$ cat src/rtl/instruction_fetch_ctrl.sv
// Instruction fetch controller: walks a PC through instruction memory, registers one
// instruction per cycle for the downstream stage, and stops when it fetches the halt opcode.
module instruction_fetch_ctrl #(
    parameter int unsigned MEM_DEPTH   = 64,
    parameter logic [7:0]  HALT_OPCODE = 8'b1111_1111
) (
    input  logic       clk,
    input  logic       reset,
    input  logic       start,
    input  logic [7:0] start_address,
    output logic [7:0] instruction_address,
    input  logic [7:0] instruction_data,
    input  logic       branch_taken,
    input  logic [7:0] branch_target,
    output logic       fetch_valid,
    input  logic       fetch_ready,
    output logic [7:0] fetch_instruction,
    output logic [7:0] fetch_pc,
    output logic       halted
);

    localparam logic [1:0] ST_IDLE  = 2'd0;
    localparam logic [1:0] ST_FETCH = 2'd1;
    localparam logic [1:0] ST_HALT  = 2'd2;

    // MEM_DEPTH is a power of two, so "mod MEM_DEPTH" is a mask on the low bits.
    localparam logic [7:0] PC_MASK = 8'(MEM_DEPTH - 1);

    logic [1:0] state;
    logic [7:0] pc;
    logic [7:0] pc_inc;
    logic       capture;
    logic       halt_hit;

    assign instruction_address = pc;
    assign halted              = (state == ST_HALT);
    assign pc_inc              = (pc + 8'd1) & PC_MASK;
    assign halt_hit            = (instruction_data == HALT_OPCODE);

    // A branch always wins over capture: the instruction at the old PC is wrong-path.
    assign capture = (state == ST_FETCH) && !branch_taken && (!fetch_valid || fetch_ready);

    // NOTE: sequential state uses non-blocking assignments so every register samples
    // pre-edge values and the order of statements within the block cannot matter.
    always_ff @(posedge clk or posedge reset) begin
        if (reset) begin
            state <= ST_IDLE;
            pc    <= '0;
        end else begin
            case (state)
                ST_IDLE: begin
                    if (start) begin
                        pc    <= start_address & PC_MASK;
                        state <= ST_FETCH;
                    end
                end
                ST_FETCH: begin
                    if (branch_taken) begin
                        pc <= branch_target & PC_MASK;
                    end else if (capture) begin
                        // The halt instruction's own address is kept so the PC points at it.
                        if (halt_hit) state <= ST_HALT;
                        else          pc    <= pc_inc;
                    end
                end
                ST_HALT: begin
                    if (start && !fetch_valid) begin
                        pc    <= start_address & PC_MASK;
                        state <= ST_FETCH;
                    end
                end
                default: state <= ST_IDLE;
            endcase
        end
    end

    // NOTE: the output data registers are reset too, so fetch_instruction/fetch_pc
    // read as zero after reset rather than holding stale values from before it.
    always_ff @(posedge clk or posedge reset) begin
        if (reset) begin
            fetch_valid       <= 1'b0;
            fetch_instruction <= '0;
            fetch_pc          <= '0;
        end else if (capture) begin
            fetch_valid       <= 1'b1;
            fetch_instruction <= instruction_data;
            fetch_pc          <= pc;
        end else if ((state == ST_FETCH) && branch_taken) begin
            fetch_valid <= 1'b0;
        end else if (fetch_valid && fetch_ready) begin
            fetch_valid <= 1'b0;
        end
    end

endmodule

$ cat config.mk
export PLATFORM = sky130hd
export DESIGN_NAME = instruction_fetch_ctrl
export DESIGN_NICKNAME = d
export VERILOG_FILES = /design/src/rtl/instruction_fetch_ctrl.sv
export SDC_FILE = /design/constraint.sdc
export NUM_CORES = 1
export LEC_CHECK = 0
export CORE_UTILIZATION = 41
export DETAILED_ROUTE_END_ITERATION = 10
export GPL_TIMING_DRIVEN = 0
export PLACE_DENSITY = 0.82
export SYNTH_ARGS = -nofsm -noshare
export SYNTH_HDL_FRONTEND = slang
export SYNTH_SLANG_ARGS = --single-unit
$ cat constraint.sdc
create_clock -name clk -period 2.35 [get_ports clk]
set_clock_uncertainty 0.15 [all_clocks]
set_input_delay 0.705 -clock clk [delete_from_list [all_inputs] [get_ports clk]]
set_output_delay 0.705 -clock clk [all_outputs]
set_load 0.02 [all_outputs]
**Run 1: wire density map**

11 x 11 tiles, from dark blue (low) to red (high), scaled to the fullest tile. Values are wire area over tile area, all layers added.
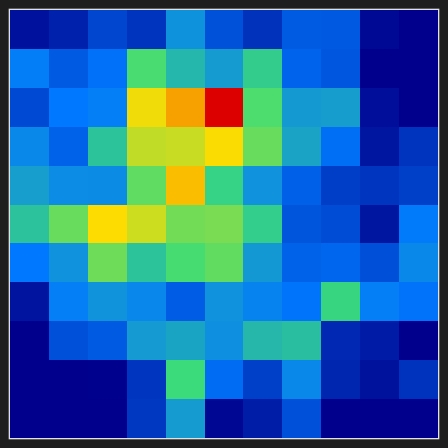
tiles over half the peak = 16%
mean over tiles = 0.14
nearly empty tiles = 14%
Routed wire per std cell: 14.0 um
GRT Total Usage: 0.179
final wirelength: 2.69 mm

**Run 1: register map, names as in the netlist**

Scale bar: 20 um. Other sequential cells in the stronger grey, the rest of the logic in the fainter grey.
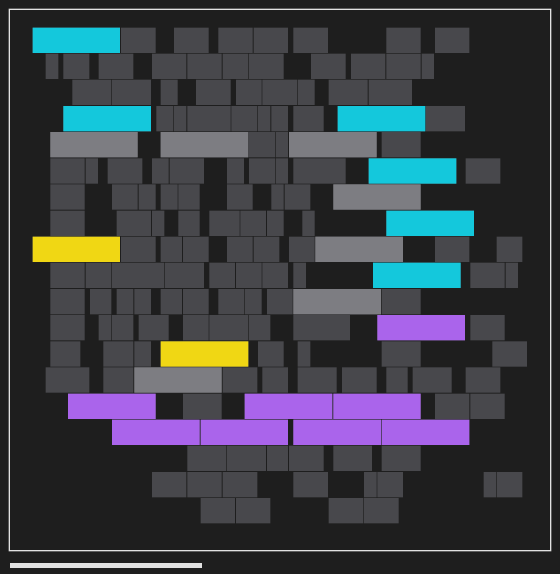
purple -> fetch_instruction  # placed flops 8
cyan -> fetch_pc  # placed flops 6
yellow -> state  # placed flops 2
not coloured = 7
core occupancy in the finished layout: 0.640
sequential cell power: 519 uW

**Run 1: cells by drive strength**

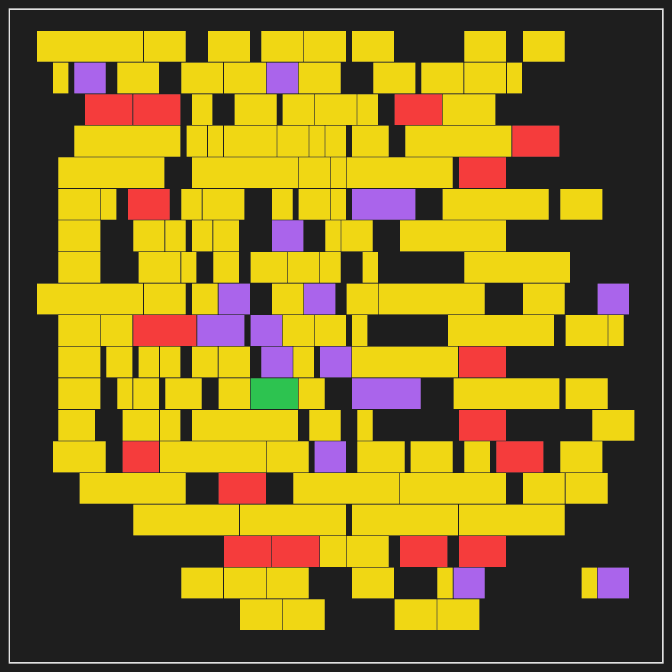
purple -> drive 3 to 4  # cells 15
yellow -> drive 1 or less  # cells 129
red -> drive 2  # cells 16
green -> drive 6 and up  # cells 1
final design instance area without fill: 1770 um2
Buffers, non-clock: 56
Area Growth Syn to Fin: 46.7%
worst path setup slack after routing: 0.0850 ns

**Run 1: placed standard cells**

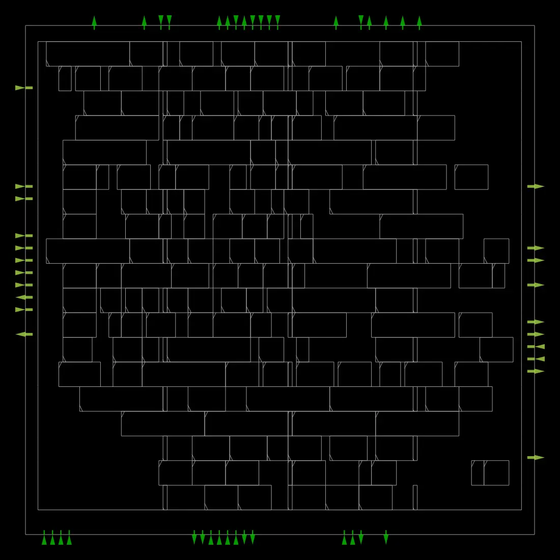
n_taps: 31
Fill cells: 221
count of placed standard cells in the final layout, fillers left out: 192

==> summary.json, run 1 <==
{
  "post_route_cells_drive_above_1_share": {"value": 0.199},
  "largest_reg_flops": {"value": 8},
  "worstSetupStartpoint": {"value": "instruction_address[4]"},
  "yosys-top-cells-area": {"value": "dfrtp_1 (48%), mux2_2 (12%), buf_4 (3.1%)"},
  "endpoints_failing_hold": {"value": 0},
  "period_needed": {"value": 2.26, "unit": "ns"},
  "worstSetupPathDepth": {"value": 1},
  "cts.repair_timing.setup_buffer_count": {"value": 3},
  "path_delay_family": {"value": "buffers and inverters"},
  "drt_first_iter_violations": {"value": 31},
  "library_cell_with_the_largest_summed_area_after_synthesis": {"value": "dfrtp_1"},
  "gr-total-overflow": {"value": 0},
  "ff2ff_setup_slack": {"value": 0.34, "unit": "ns"},
  "regMostFlops": {"value": "fetch_instruction"},
  "fa_ha_area_frac": {"value": 0.0104},
  "postCtsHoldBufs": {"value": 0},
  "yosys.cell_count.top_type": {"value": "dfrtp_1"},
  "grt_setup_unrepaired": {"value": "no"},
  "placement.cell_area": {"value": 1710, "unit": "um2"},
  "top_layer_used": {"value": "met4"},
  "post_synth_ao_oa_area_fraction": {"value": 0.131},
  "synthMuxAreaShare": {"value": 0.152},
  "use_met2": {"value": 0.298},
  "power_clock": {"value": 192, "unit": "uW"},
  "place.detailed.instances": {"value": 186},
  "status": {"value": "finished clean"},
  "numSynthFlops": {"value": 23},
  "hold_path_end": {"value": "fetch_instruction[4]"},
  "vias": {"value": 1026},
  "timing.critical_path.buf_inv": {"value": 1},
  "worstPathArrival": {"value": 1.41, "unit": "ns"},
  "top_usage_layer": {"value": "met2"},
  "nets": {"value": 192},
  "first_pass_iters": {"value": 4},
  "timing.rr.end": {"value": "instruction_address[4]"},
  "drt_drc_violations_left": {"value": 0},
  "crit_end": {"value": "instruction_address[4]"}
}
**Run 1: clock distribution**

Scale bar: 20 um.
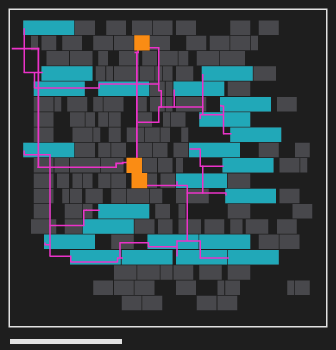

==> run 2: changes to the inputs <==
Settings changed: CORE_UTILIZATION 41 to 35, PLACE_DENSITY 0.82 to 0.72.
Clock period 2.35 ns to 2.1 ns, I/O delays scaled along.
**Run 2: clock distribution**

Scale bar: 20 um.
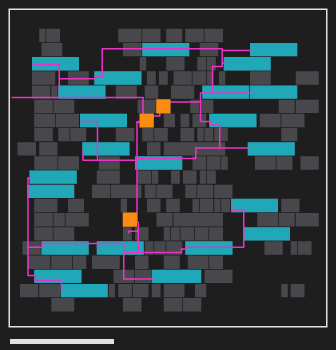
cyan -> flip-flops  # count 23
magenta -> clock wires  # length 301 um
orange -> cells driving clock nets  # count 3
flops lie = all over the die
routed clock nets = 4
clock share of power: 0.170
power dissipated in the clock network: 216 uW

==> summary.json, run 2 <==
{
  "top_usage_layer": {"value": "met2"},
  "drt_drc_violations_left": {"value": 0, "change": "unchanged"},
  "top_layer_used": {"value": "met4"},
  "layout.core_utilization": {"value": 0.598, "change": "-0.0426"},
  "worstSetupPathDepth": {"value": 6, "change": "+5"},
  "postRouteWirelength": {"value": 3.16, "unit": "mm", "change": "+18%"},
  "regMostFlops": {"value": "fetch_instruction"},
  "synthMuxAreaShare": {"value": 0.152, "change": "unchanged"},
  "crit_end": {"value": "fetch_pc[0]"},
  "hold_path_end": {"value": "fetch_instruction[4]"},
  "status": {"value": "finished clean"},
  "path_delay_family": {"value": "simple AND/OR/NAND/NOR gates"},
  "ff2ff_setup_slack": {"value": 0.10, "unit": "ns", "change": "-0.24 ns"},
  "syn2layout_area_growth": {"value": 56.5, "unit": "%"},
  "postCtsHoldBufs": {"value": 0, "change": "unchanged"},
  "place.detailed.instances": {"value": 199, "change": "+7.0%"},
  "numSynthFlops": {"value": 23, "change": "unchanged"},
  "worstPathArrival": {"value": 2.15, "unit": "ns", "change": "+0.74 ns"},
  "final_design_instance_area_without_fill": {"value": 1880, "unit": "um2", "change": "+6.7%"},
  "setup_slack": {"value": 0.0278, "unit": "ns", "change": "-0.0572 ns"},
  "first_pass_iters": {"value": 4, "change": "unchanged"},
  "well_tap_count": {"value": 44, "change": "+42%"},
  "library_cell_with_the_largest_summed_area_after_synthesis": {"value": "dfrtp_1"},
  "post_synth_ao_oa_area_fraction": {"value": 0.131, "change": "unchanged"},
  "nets": {"value": 197, "change": "+2.6%"},
  "cts.repair_timing.setup_buffer_count": {"value": 4, "change": "+1"},
  "grt.total_usage": {"value": 0.183, "change": "+0.00369"},
  "fillCellCount": {"value": 290, "change": "+31%"},
  "yosys-top-cells-area": {"value": "dfrtp_1 (48%), mux2_2 (12%), buf_4 (3.1%)"},
  "endpoints_failing_hold": {"value": 0, "change": "unchanged"},
  "grt_setup_unrepaired": {"value": "yes"},
  "largest_reg_flops": {"value": 8, "change": "unchanged"},
  "routed_wire_per_std_cell": {"value": 15.1, "unit": "um", "change": "+7.5%"},
  "count_of_placed_standard_cells_in_the_final_layout_fillers_left_out": {"value": 210, "change": "+9.4%"},
  "timing.critical_path.buf_inv": {"value": 3, "change": "+2"},
  "use_met2": {"value": 0.305, "change": "+0.00693"}
}
**Run 2: wire density map**

12 x 12 tiles, from dark blue (low) to red (high), scaled to the fullest tile. Values are wire area over tile area, all layers added.
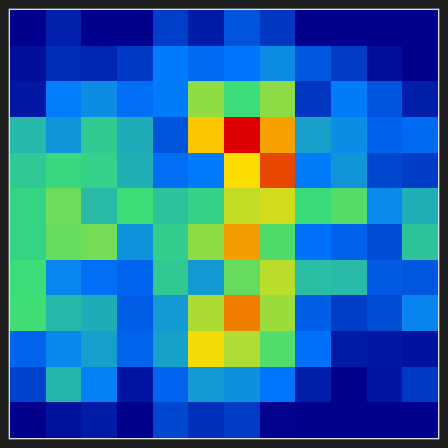

==> run 3: changes to the inputs <==
Settings changed: HOLD_SLACK_MARGIN set to 0.03, SETUP_SLACK_MARGIN set to 0.05.
**Run 3: wire density map**

12 x 12 tiles, from dark blue (low) to red (high), scaled to the fullest tile. Values are wire area over tile area, all layers added.
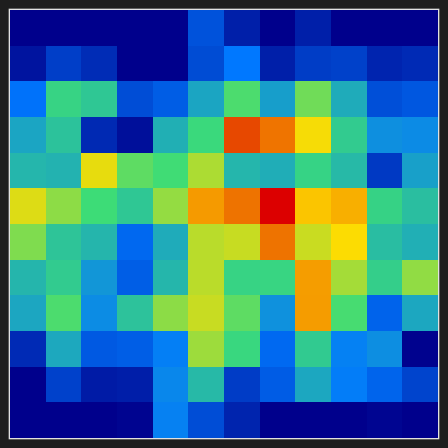
Routed wire per std cell: 14.4 um
vias: 1070
GRT Total Usage: 0.181

==> summary.json, run 3 <==
{
  "hold_path_end": {"value": "fetch_pc[1]"},
  "power_clock": {"value": 211, "unit": "uW", "change": "-2%"},
  "postRouteWirelength": {"value": 3.04, "unit": "mm", "change": "-4.0%"},
  "comb_power": {"value": 466, "unit": "uW"},
  "top_usage_layer": {"value": "met2"},
  "path_delay_family": {"value": "buffers and inverters"},
  "largest_reg_flops": {"value": 8, "change": "unchanged"},
  "regMostFlops": {"value": "fetch_instruction"},
  "status": {"value": "finished clean"},
  "place.detailed.instances": {"value": 199, "change": "unchanged"},
  "numSynthFlops": {"value": 23, "change": "unchanged"},
  "final_design_instance_area_without_fill": {"value": 1870, "unit": "um2", "change": "-0.86%"},
  "cts.repair_timing.setup_buffer_count": {"value": 4, "change": "unchanged"},
  "worstSetupPathDepth": {"value": 6, "change": "unchanged"},
  "post_synth_ao_oa_area_fraction": {"value": 0.131, "change": "unchanged"},
  "layout.core_utilization": {"value": 0.592, "change": "-0.00516"},
  "grt_setup_unrepaired": {"value": "no"},
  "crit_end": {"value": "instruction_address[0]"},
  "nets": {"value": 198, "change": "+0.51%"},
  "fillCellCount": {"value": 294, "change": "+1.4%"},
  "first_pass_iters": {"value": 4, "change": "unchanged"},
  "power.share.clock": {"value": 0.168, "change": "-0.002"},
  "setup_slack": {"value": 0.0696, "unit": "ns", "change": "+0.0418 ns"},
  "library_cell_with_the_largest_summed_area_after_synthesis": {"value": "dfrtp_1"},
  "yosys-top-cells-area": {"value": "dfrtp_1 (48%), mux2_2 (12%), buf_4 (3.1%)"},
  "endpoints_failing_hold": {"value": 0, "change": "unchanged"},
  "timing.critical_path.buf_inv": {"value": 2, "change": "-1"},
  "top_layer_used": {"value": "met4"},
  "use_met2": {"value": 0.316, "change": "+0.0110"},
  "worstPathArrival": {"value": 2.10, "unit": "ns", "change": "-0.05 ns"},
  "syn2layout_area_growth": {"value": 55.2, "unit": "%"},
  "count_of_placed_standard_cells_in_the_final_layout_fillers_left_out": {"value": 211, "change": "+0.48%"},
  "well_tap_count": {"value": 44, "change": "unchanged"}
}
Power and IR drop assume default switching activity.
